==> src/rtl/sbio_pkg.sv <==
// Shared codes, default geometry and state types for the serial-bus read port.
package sbio_pkg;

  localparam int IO_BITS        = 2;
  localparam int PAYLOAD_CYCLES = 8;
  localparam int WORD_SIZE      = IO_BITS * PAYLOAD_CYCLES;

  localparam logic [1:0] TX_SOURCE_SCAN = 2'd1;
  localparam logic [1:0] TX_SOURCE_READ = 2'd2;
  localparam logic [1:0] TX_SOURCE_OUT  = 2'd3;

  localparam logic [1:0] RX_SB_SCAN  = 2'd1;
  localparam logic [1:0] RX_SB_READ  = 2'd2;
  localparam logic [1:0] RX_SB_WRITE = 2'd3;

  typedef enum logic [1:0] {
    TX_IDLE,
    TX_START,
    TX_HEADER,
    TX_PAYLOAD
  } tx_state_e;

  typedef enum logic {
    RX_IDLE,
    RX_PAYLOAD
  } rx_state_e;

  // Counter/pointer width that never collapses to zero bits.
  function automatic int clog2_min1(int n);
    return (n <= 2) ? 1 : $clog2(n);
  endfunction

endpackage

==> src/rtl/sbio_resp_fifo.sv <==
// Small response FIFO; push and pop in the same cycle are legal even when full.
module sbio_resp_fifo #(
  parameter int WIDTH = 16,
  parameter int DEPTH = 2
) (
  input  logic                       clk,
  input  logic                       reset_n,
  input  logic                       push,
  input  logic [WIDTH-1:0]           push_data,
  input  logic                       pop,
  output logic                       empty,
  output logic [WIDTH-1:0]           head,
  output logic [$clog2(DEPTH+1)-1:0] count
);
  import sbio_pkg::*;

  localparam int PTR_W = clog2_min1(DEPTH);
  localparam int CNT_W = $clog2(DEPTH+1);

  logic [WIDTH-1:0] mem [DEPTH];
  logic [PTR_W-1:0] wr_ptr;
  logic [PTR_W-1:0] rd_ptr;
  logic [CNT_W-1:0] count_q;
  logic             full;
  logic             do_push;
  logic             do_pop;

  function automatic logic [PTR_W-1:0] ptr_inc(logic [PTR_W-1:0] p);
    return (p == PTR_W'(DEPTH-1)) ? '0 : p + PTR_W'(1);
  endfunction

  assign empty   = (count_q == '0);
  assign full    = (count_q == CNT_W'(DEPTH));
  assign do_pop  = pop && !empty;
  assign do_push = push && (!full || do_pop);
  assign head    = mem[rd_ptr];
  assign count   = count_q;

  always_ff @(posedge clk) begin
    if (do_push) mem[wr_ptr] <= push_data;
  end

  always_ff @(posedge clk or negedge reset_n) begin
    if (!reset_n) begin
      wr_ptr  <= '0;
      rd_ptr  <= '0;
      count_q <= '0;
    end else begin
      if (do_push) wr_ptr <= ptr_inc(wr_ptr);
      if (do_pop)  rd_ptr <= ptr_inc(rd_ptr);
      case ({do_push, do_pop})
        2'b10:   count_q <= count_q + CNT_W'(1);
        2'b01:   count_q <= count_q - CNT_W'(1);
        default: count_q <= count_q;
      endcase
    end
  end

endmodule

==> src/rtl/sbio_read_port.sv <==
// Host-side serial read port: sends read requests on tx_pins, parses rx_pins frames.
//   state      | meaning
//   TX_IDLE    | tx_pins=0, may accept a read request
//   TX_START   | start symbol 01
//   TX_HEADER  | source code TX_SOURCE_READ
//   TX_PAYLOAD | address, IO_BITS per cycle, LSB first
//   RX_IDLE    | waiting for a nonzero start symbol
//   RX_PAYLOAD | shifting in the payload, LSB first
module sbio_read_port #(
  parameter  int IO_BITS         = 2,
  parameter  int PAYLOAD_CYCLES  = 8,
  parameter  int MAX_OUTSTANDING = 2,
  localparam int WORD_SIZE       = IO_BITS * PAYLOAD_CYCLES
) (
  input  logic                 clk,
  input  logic                 reset_n,
  output logic [IO_BITS-1:0]   tx_pins,
  input  logic [IO_BITS-1:0]   rx_pins,
  input  logic                 rd_req_valid,
  output logic                 rd_req_ready,
  input  logic [WORD_SIZE-1:0] rd_req_addr,
  output logic                 rd_resp_valid,
  input  logic                 rd_resp_ready,
  output logic [WORD_SIZE-1:0] rd_resp_data,
  output logic                 wr_valid,
  output logic [7:0]           wr_addr,
  output logic [7:0]           wr_data,
  output logic                 rd_resp_unexpected
);
  import sbio_pkg::*;

  localparam int CNT_W = clog2_min1(PAYLOAD_CYCLES);
  localparam int OUT_W = $clog2(MAX_OUTSTANDING+1);
  localparam logic [CNT_W-1:0] LAST = CNT_W'(PAYLOAD_CYCLES-1);

  tx_state_e            tx_state_q, tx_state_d;
  logic [CNT_W-1:0]     tx_cnt_q, tx_cnt_d;
  logic [WORD_SIZE-1:0] addr_q;
  logic [IO_BITS-1:0]   tx_pins_q, tx_pins_d;
  logic [OUT_W-1:0]     outstanding_q;
  logic                 req_fire;
  logic                 pop_fire;

  rx_state_e            rx_state_q, rx_state_d;
  logic [CNT_W-1:0]     rx_cnt_q, rx_cnt_d;
  logic [IO_BITS-1:0]   rx_sb_q;
  logic [WORD_SIZE-1:0] rx_shift_q;
  logic [WORD_SIZE-1:0] rx_word;
  logic                 rx_last;
  logic                 rsp_push;
  logic                 unexp_d;
  logic                 wr_d;
  logic                 wr_valid_q;
  logic                 unexp_q;
  logic [7:0]           wr_addr_q, wr_data_q;

  logic                 fifo_empty;
  logic [OUT_W-1:0]     fifo_count;

  // Gated with reset_n so the port reads not-ready while reset is held.
  assign rd_req_ready = reset_n && (tx_state_q == TX_IDLE) &&
                        (outstanding_q < OUT_W'(MAX_OUTSTANDING));
  assign req_fire     = rd_req_valid && rd_req_ready;
  assign rd_resp_valid = !fifo_empty;
  assign pop_fire     = rd_resp_valid && rd_resp_ready;

  assign tx_pins            = tx_pins_q;
  assign wr_valid           = wr_valid_q;
  assign wr_addr            = wr_addr_q;
  assign wr_data            = wr_data_q;
  assign rd_resp_unexpected = unexp_q;

  always_ff @(posedge clk or negedge reset_n) begin
    if (!reset_n) begin
      tx_state_q    <= TX_IDLE;
      tx_cnt_q      <= '0;
      addr_q        <= '0;
      tx_pins_q     <= '0;
      outstanding_q <= '0;
    end else begin
      tx_state_q <= tx_state_d;
      tx_cnt_q   <= tx_cnt_d;
      tx_pins_q  <= tx_pins_d;
      if (req_fire) addr_q <= rd_req_addr;
      case ({req_fire, pop_fire})
        2'b10:   outstanding_q <= outstanding_q + OUT_W'(1);
        2'b01:   outstanding_q <= outstanding_q - OUT_W'(1);
        default: outstanding_q <= outstanding_q;
      endcase
    end
  end

  always_comb begin
    tx_state_d = tx_state_q;
    tx_cnt_d   = tx_cnt_q;
    case (tx_state_q)
      TX_IDLE:   if (req_fire) tx_state_d = TX_START;
      TX_START:  tx_state_d = TX_HEADER;
      TX_HEADER: begin
        tx_state_d = TX_PAYLOAD;
        tx_cnt_d   = '0;
      end
      TX_PAYLOAD: begin
        if (tx_cnt_q == LAST) begin
          tx_state_d = TX_IDLE;
          tx_cnt_d   = '0;
        end else begin
          tx_cnt_d = tx_cnt_q + CNT_W'(1);
        end
      end
      default: tx_state_d = TX_IDLE;
    endcase
  end

  // tx_pins is registered, so its value is decoded from the upcoming state.
  always_comb begin
    tx_pins_d = '0;
    case (tx_state_d)
      TX_START:   tx_pins_d = IO_BITS'(1);
      TX_HEADER:  tx_pins_d = IO_BITS'(TX_SOURCE_READ);
      TX_PAYLOAD: tx_pins_d = addr_q[int'(tx_cnt_d)*IO_BITS +: IO_BITS];
      default:    tx_pins_d = '0;
    endcase
  end

  assign rx_last = (rx_state_q == RX_PAYLOAD) && (rx_cnt_q == LAST);
  assign rx_word = {rx_pins, rx_shift_q[WORD_SIZE-1:IO_BITS]};

  always_ff @(posedge clk or negedge reset_n) begin
    if (!reset_n) begin
      rx_state_q <= RX_IDLE;
      rx_cnt_q   <= '0;
      rx_sb_q    <= '0;
      rx_shift_q <= '0;
      wr_valid_q <= 1'b0;
      unexp_q    <= 1'b0;
      wr_addr_q  <= '0;
      wr_data_q  <= '0;
    end else begin
      rx_state_q <= rx_state_d;
      rx_cnt_q   <= rx_cnt_d;
      if (rx_state_q == RX_IDLE && rx_pins != '0) rx_sb_q <= rx_pins;
      if (rx_state_q == RX_PAYLOAD) rx_shift_q <= rx_word;
      wr_valid_q <= wr_d;
      unexp_q    <= unexp_d;
      if (wr_d) begin
        wr_addr_q <= rx_word[15:8];
        wr_data_q <= rx_word[7:0];
      end
    end
  end

  always_comb begin
    rx_state_d = rx_state_q;
    rx_cnt_d   = rx_cnt_q;
    case (rx_state_q)
      RX_IDLE: begin
        if (rx_pins != '0) begin
          rx_state_d = RX_PAYLOAD;
          rx_cnt_d   = '0;
        end
      end
      RX_PAYLOAD: begin
        if (rx_cnt_q == LAST) begin
          rx_state_d = RX_IDLE;
          rx_cnt_d   = '0;
        end else begin
          rx_cnt_d = rx_cnt_q + CNT_W'(1);
        end
      end
      default: rx_state_d = RX_IDLE;
    endcase
  end

  // A read response is only expected while some request is still in flight
  // (sent, and not already sitting in the FIFO).
  always_comb begin
    rsp_push = 1'b0;
    unexp_d  = 1'b0;
    wr_d     = 1'b0;
    if (rx_last) begin
      if (rx_sb_q == IO_BITS'(RX_SB_READ)) begin
        rsp_push = (outstanding_q > fifo_count);
        unexp_d  = !(outstanding_q > fifo_count);
      end else if (rx_sb_q == IO_BITS'(RX_SB_WRITE)) begin
        wr_d = 1'b1;
      end
    end
  end

  sbio_resp_fifo #(
    .WIDTH (WORD_SIZE),
    .DEPTH (MAX_OUTSTANDING)
  ) u_resp_fifo (
    .clk       (clk),
    .reset_n   (reset_n),
    .push      (rsp_push),
    .push_data (rx_word),
    .pop       (pop_fire),
    .empty     (fifo_empty),
    .head      (rd_resp_data),
    .count     (fifo_count)
  );

endmodule

==> config.mk <==
export PLATFORM = sky130hd
export DESIGN_NAME = sbio_read_port
export DESIGN_NICKNAME = d
export VERILOG_FILES = /design/src/rtl/sbio_pkg.sv /design/src/rtl/sbio_resp_fifo.sv /design/src/rtl/sbio_read_port.sv
export SDC_FILE = /design/constraint.sdc
export NUM_CORES = 1
export LEC_CHECK = 0
export ABC_AREA = 1
export CAP_MARGIN = 20
export CELL_PAD_IN_SITES_DETAIL_PLACEMENT = 1
export CELL_PAD_IN_SITES_GLOBAL_PLACEMENT = 1
export CORE_AREA = 4 4 101 103
export CTS_BUF_LIST = sky130_fd_sc_hd__clkbuf_2 sky130_fd_sc_hd__clkbuf_4 sky130_fd_sc_hd__clkbuf_8
export DETAILED_ROUTE_END_ITERATION = 12
export DIE_AREA = 0 0 105 107
export GPL_TIMING_DRIVEN = 0
export PLACE_DENSITY_LB_ADDON = 0.1
export SLEW_MARGIN = 40
export SYNTH_ARGS = -nofsm -noshare
export SYNTH_HDL_FRONTEND = slang
export SYNTH_SLANG_ARGS = --single-unit
==> constraint.sdc <==
create_clock -name clk -period 3.2 [get_ports clk]
set_clock_uncertainty 0.15 [all_clocks]
set_input_delay 0.64 -clock clk [delete_from_list [all_inputs] [get_ports clk]]
set_output_delay 0.64 -clock clk [all_outputs]
set_load 0.05 [all_outputs]
**Run 1: wire density map**

Bar = 20 µm. The die is cut into 21 by 21 equal tiles; dark blue is low, red is high, scaled to the fullest tile. Values are wire area over tile area, all layers added.
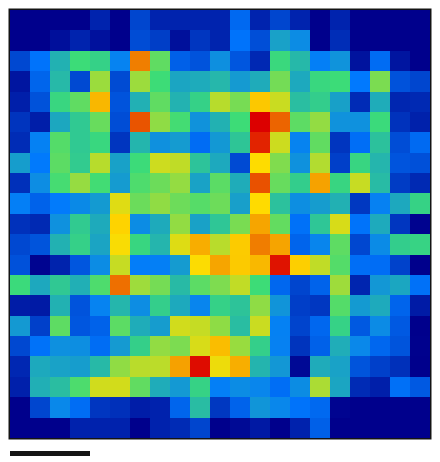
The fullest tile reaches 0.37. The emptiest ninth of the die: lower right. 9.8% of the tiles are nearly empty. 25% of the tiles are over half the peak. The mean over all tiles is 0.12. The densest ninth of the die: centre.
via count: 2822
Overall Global Routing Usage: 17.19%

**Run 1: sequential cells grouped by signal name**

Bar = 20 µm. Other sequential cells in the stronger grey, the rest of the logic in the fainter grey.
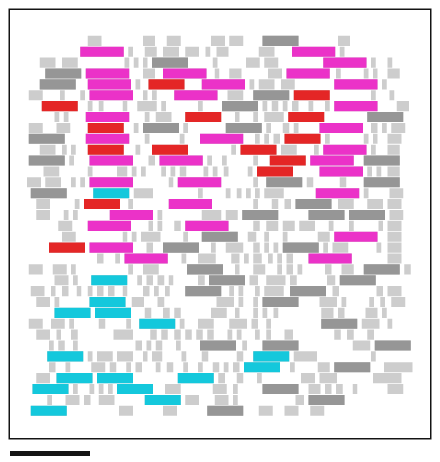
Key: addr_q = cyan [placed flops 16]; rx_shift_q = red [placed flops 14]; u_resp_fifo.mem = magenta [placed flops 32]
Another 37 sequential cells are not coloured.
Final Util: 54.20%
Register Area: 2638 µm²
seq pwr: 2.00 mW
sequential share of cell area: 52.91%

**Run 1: metal layers overlaid**

Bar = 20 µm.
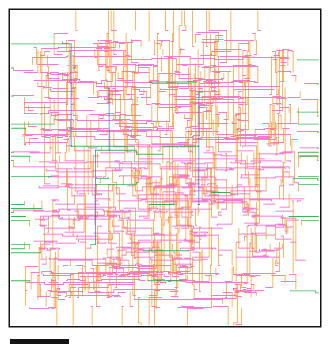
Key: met2 = orange [wire length 4370 µm]; met4 = blue [wire length 126 µm]; met3 = green [wire length 338 µm]; met1 = magenta [wire length 4180 µm]
total wire length: 9017 µm
wire per inst: 16.04 µm

==> metrics.yaml, run 1 <==
ys_sh_xor_pct: 1.305
dp_slack_ns: 0.08966
nClkBuffers: 9
flop_cell: "dfrtp_1"
grt_pass1_wl_um: 15240
ant_nets: 0
combinationalPowerShare_pct: 45.2
avgSynthCellArea_um2: 10.77
core.rowCount: 35
syn_inst: 374
gp_congestion: 0.7622
p_int_mw: 2.773
netlist_logic_family_top: "simple AND/OR/NAND/NOR gates"
setup_viol: 0
use_met3_pct: 3.010
clock_latency_ns: 0.36
clk_share_pct: 3.640
postCtsSetupBuffers: 0
grt_pass1_vias: 3066
die_h_um: 107
wl_met2_um: 4374
simple_gate_share_pct: 17.12
r2r_slack_ns: 0.82
chipArea_um2: 11240
power.density_nw_per_um2: 1009
ys_area_um2: 4028
area_leaders: "dfrtp_1 (42%), edfxtp_1 (24%), nand2_1 (10%)"
finalCritPeriodShare_pct: 92.70
logic_gates: 230
cts_root_buffer: "clkbuf_8"
cp-startpoint: "u_resp_fifo.rd_ptr$_DFFE_PN0P_"
p_sw_share_pct: 44.85
cpLargestDelayFamily: "buffers and inverters"
cpPeakStageDelay_ns: 0.80
dr_wl_met3_um: 338
port_buffers: 59
outcome: "finished clean"
critical-path-slowest-cell: "clkdlybuf4s50_1"
synth_top_area_share_pct: 41.63
met2_usage_pct: 28.87
maxSlewHeadroom_pct: 62.73
switchingPower_mw: 2.255
largest_reg_flops: 32
drtIter0Drc: 86
reg2reg_depth: 8
synth_area_um2: 4028
vias_per_cell: 5.021
inv_count: 34
place_area_um2: 4793
finalPower_mw: 5.028
mi_logic_area_um2: 1217
synth-edff-count: 32
final_max_slew_viol_count: 0
powerComb_mw: 2.27
yosys-top-cells-count: "nand2_1 (107), dfrtp_1 (67), edfxtp_1 (32), inv_1 (32), nor2_1 (24)"
globalRouteMet1Util_pct: 22.63
crit_cells: 5
yosys-stat-cells: 374
path_class: "reg2out"
finalHoldViolCount: 0
grt_busiest_layer: "met2"
io_pins: 60
crit_end: "rd_resp_data[13]"
taps: 111
r2r-start: "outstanding_q[1]$_DFFE_PN0P_"
critPathCaptureType: "output pin"
yosysMostFrequentCell: "nand2_1"
hold_slack_ns: 0.03432
fp.dieW_um: 105
critPathRequiredTime_ns: 2.41
highest_layer: "met4"
grt_max_degree: 41
largest_area_cell: "dfrtp_1"
fp_util_pct: 43.80
power.group.top: "combinational logic"
crit_arrival_ns: 2.18
worst_pin_slew_ns: 0.5577
rsz0062_at_grt: "no"
diodes: 0
synthArstFlopShare_pct: 67.68
ys_sh_mux_pct: 4.473
drv_cap: 0
p_leak_nw: 2.302
fmax_mhz: 337.1
seq_power_share_pct: 39.7
adder_share_pct: 2.485
signal_buffers: 72
setup_ws_ns: 0.2335
final_common_cell: "nand2_1"
crit_chain: "buf_2, clkbuf_2, nand2_1, nand2_1, clkdlybuf4s50_1"
grt_overflow: 0
power_frac_clock_pct: 15.0
path_buffers: 3
postCtsHoldBufs: 1
dominant_cells: "sequential cells"
ctsLongestPathBuffers: 2
fp_nets: 404
crit_path_start_kind: "flip-flop"
antenna_found_initial: 0
path_common_cell: "nand2_1"
dp.cells: 545
buf_share_pct: 13.68
yosysUniqueCellTypes: 27
layout_top_cells: "nand2_1 (107), dfrtp_1 (67), clkdlybuf4s50_1 (48)"
drt-met1-wl_um: 4179
largest-register: "u_resp_fifo.mem"
sh_comb_area_pct: 24.42
worstPathMaxFanout: 10
core_um2: 9196
max-vdd-ir-drop_uv: 402.7
layout-drive-gt1-share_pct: 11.31
hold_class: "in2async"
synth_flops: 99
fin_nets: 476
largestRegisters: "u_resp_fifo.mem: 32 flops, addr_q: 16 flops, rx_shift_q: 14 flops"
drc: 0
tool_warnings: 26
r2r-end: "u_resp_fifo.count[1]$_DFFE_PN0P_"
h-tree-depth: 3
ctsResizeCount: 12
fin_crit_ns: 2.967
finalSetupTns_ns: 0
n_fill_cell: 1021
instances_no_fill: 562
clk_pin_slew_ns: 0.10
design_area_um2: 4985
cts_sinks: 99
cts_buffers: 9
yosys_warnings: 0
yosys.area_share.aoi_pct: 4.473
ys_seq_share_pct: 65.49
cts_tree: "done"
==> inputs of run 2 (changes only) <==
==> constraint.sdc (replaced) <==
create_clock -name clk -period 2.92 [get_ports clk]
set_clock_uncertainty 0.15 [all_clocks]
set_input_delay 0.584 -clock clk [delete_from_list [all_inputs] [get_ports clk]]
set_output_delay 0.584 -clock clk [all_outputs]
set_load 0.05 [all_outputs]
**Run 2: cell classes on the final placement**

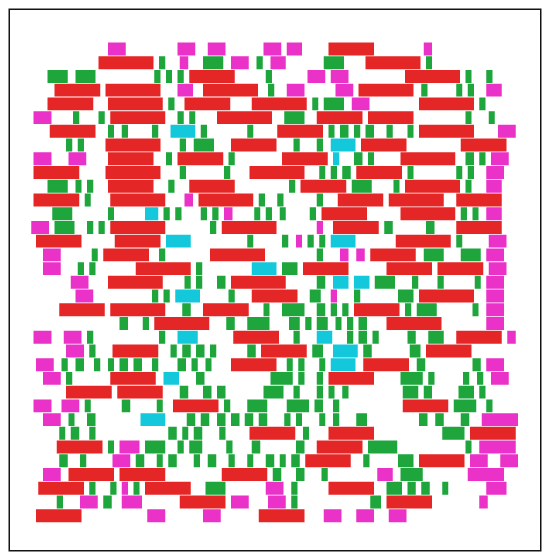
Key: other buffers and delay cells = magenta [cells 76]; clock drivers and dummy loads = cyan [cells 16]; all other logic = green [cells 264]; flip-flops = red [cells 99]
Finished Cell Area: 5025 µm²
Core Region: 9196 µm²
Final Util: 54.64%
row cnt: 35

**Run 2: metal layers overlaid**

Bar = 20 µm.
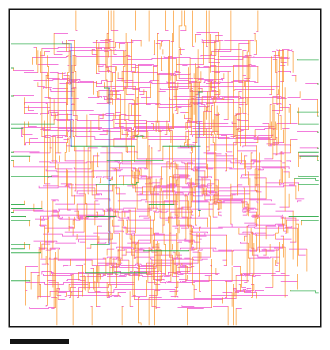
total wire length: 9179 µm
via count: 2823
wire per inst: 16.22 µm
Overall Global Routing Usage: 17.45%

==> metrics.yaml, run 2 <==
synth_flops: 99  # unchanged
yosys_warnings: 0  # unchanged
combinationalPowerShare_pct: 45.2  # about the same
ys_area_um2: 4028  # unchanged
taps: 111  # unchanged
crit_path_start_kind: "flip-flop"
largestRegisters: "u_resp_fifo.mem: 32 flops, addr_q: 16 flops, rx_shift_q: 14 flops"
drtIter0Drc: 103  # +20%
largest-register: "u_resp_fifo.mem"
switchingPower_mw: 2.477  # +9.9%
ctsResizeCount: 15  # +3
cp-startpoint: "u_resp_fifo.rd_ptr$_DFFE_PN0P_"
fp_nets: 404  # unchanged
crit_arrival_ns: 2.06  # -0.12 ns
rsz0062_at_grt: "no"
avgSynthCellArea_um2: 10.77  # unchanged
r2r-end: "u_resp_fifo.count[1]$_DFFE_PN0P_"
largest_reg_flops: 32  # unchanged
fmax_mhz: 358.2
synth_top_area_share_pct: 41.63  # unchanged
diodes: 0  # unchanged
drc: 0  # unchanged
power.density_nw_per_um2: 1098  # +8.9%
final_max_slew_viol_count: 0  # unchanged
grt_pass1_vias: 3078  # +0.39%
globalRouteMet1Util_pct: 23.10  # +0.47 points
hold_slack_ns: 0.06300  # +0.02868 ns
postCtsHoldBufs: 5  # +4
layout-drive-gt1-share_pct: 12.31  # +1.0 points
use_met3_pct: 3.010  # unchanged
netlist_logic_family_top: "simple AND/OR/NAND/NOR gates"
p_leak_nw: 2.326  # +1.1%
chipArea_um2: 11240  # unchanged
finalPower_mw: 5.518  # +9.7%
tool_warnings: 26  # unchanged
worstPathMaxFanout: 10  # unchanged
drv_cap: 0  # unchanged
path_common_cell: "nand2_1"
grt_overflow: 0  # unchanged
power.group.top: "combinational logic"
synth-edff-count: 32  # unchanged
die_h_um: 107  # unchanged
powerSeq_mw: 2.19  # +10%
ctsLongestPathBuffers: 2  # unchanged
port_buffers: 59  # unchanged
reg2reg_depth: 8  # unchanged
io_pins: 60  # unchanged
critical-path-slowest-cell: "dlygate4sd2_1"
dr_wl_met3_um: 330  # -2.4%
setup_viol: 0  # unchanged
sh_comb_area_pct: 24.23  # -0.19 points
flop_cell: "dfrtp_1"
yosysMostFrequentCell: "nand2_1"
buf_share_pct: 14.34  # +0.66 points
yosysUniqueCellTypes: 27  # unchanged
ys_sh_xor_pct: 1.305  # unchanged
finalHoldViolCount: 0  # unchanged
powerComb_mw: 2.50  # +10%
crit_chain: "buf_2, clkinv_2, clkbuf_2, nand2_1, nand2_1, dlygate4sd2_1"
drt-met1-wl_um: 4256  # +1.8%
dp_slack_ns: -0.1064  # -0.1960 ns
seq_power_share_pct: 39.7  # about the same
simple_gate_share_pct: 17.12  # unchanged
r2r_slack_ns: 0.55  # -0.27 ns
vias_per_cell: 4.988  # -0.67%
grt_busiest_layer: "met2"
syn_to_final_growth_pct: 24.76
cts_root_buffer: "clkbuf_8"
cts_tree: "done"
power_frac_clock_pct: 15.1  # about the same
critPathRequiredTime_ns: 2.19  # -0.22 ns
postCtsSetupBuffers: 0  # unchanged
p_sw_share_pct: 44.89  # +0.046 points
fin_crit_ns: 2.792
critPathCaptureType: "output pin"
pg_clk_mw: 0.831
cpLargestDelayFamily: "buffers and inverters"
yosys.area_share.aoi_pct: 4.473  # unchanged
path_buffers: 4  # +1
yosys-top-cells-count: "nand2_1 (107), dfrtp_1 (67), edfxtp_1 (32), inv_1 (32), nor2_1 (24)"
final_common_cell: "nand2_1"
signal_buffers: 76  # +5.6%
synthArstFlopShare_pct: 67.68  # unchanged
highest_layer: "met4"
max-vdd-ir-drop_uv: 441.0  # +9.5%
finalCritPeriodShare_pct: 95.61
h-tree-depth: 3  # unchanged
area_leaders: "dfrtp_1 (42%), edfxtp_1 (24%), nand2_1 (10%)"
worst_pin_slew_ns: 0.5545  # -0.003240 ns
fp.dieW_um: 105  # unchanged
met2_usage_pct: 29.24  # +0.37 points
logic_gates: 230  # unchanged
ys_sh_mux_pct: 4.473  # unchanged
setup_ws_ns: 0.1283  # -0.1052 ns
antenna_found_initial: 0  # unchanged
clk_share_pct: 3.611  # -0.029 points
n_fill_cell: 1021  # unchanged
finalSetupTns_ns: 0  # unchanged
inv_count: 34  # unchanged
dominant_cells: "sequential cells"
mi_logic_area_um2: 1217  # unchanged
syn_inst: 374  # unchanged
largest_area_cell: "dfrtp_1"
nClkBuffers: 9  # unchanged
cts_sinks: 99  # unchanged
crit_cells: 6  # +1
fin_nets: 480  # +0.84%
grt_max_degree: 29  # -29%
maxSlewHeadroom_pct: 62.95  # +0.22 points
cts_buffers: 9  # unchanged
gp_congestion: 0.7622  # unchanged
yosys-stat-cells: 374  # unchanged
place_area_um2: 4793  # unchanged
dp.cells: 545  # unchanged
hold_class: "in2async"
outcome: "finished clean"
path_class: "reg2out"
adder_share_pct: 2.485  # unchanged
clock_latency_ns: 0.36  # about the same
cpPeakStageDelay_ns: 0.52  # -0.28 ns
ant_nets: 0  # unchanged
Power and IR drop assume default switching activity.
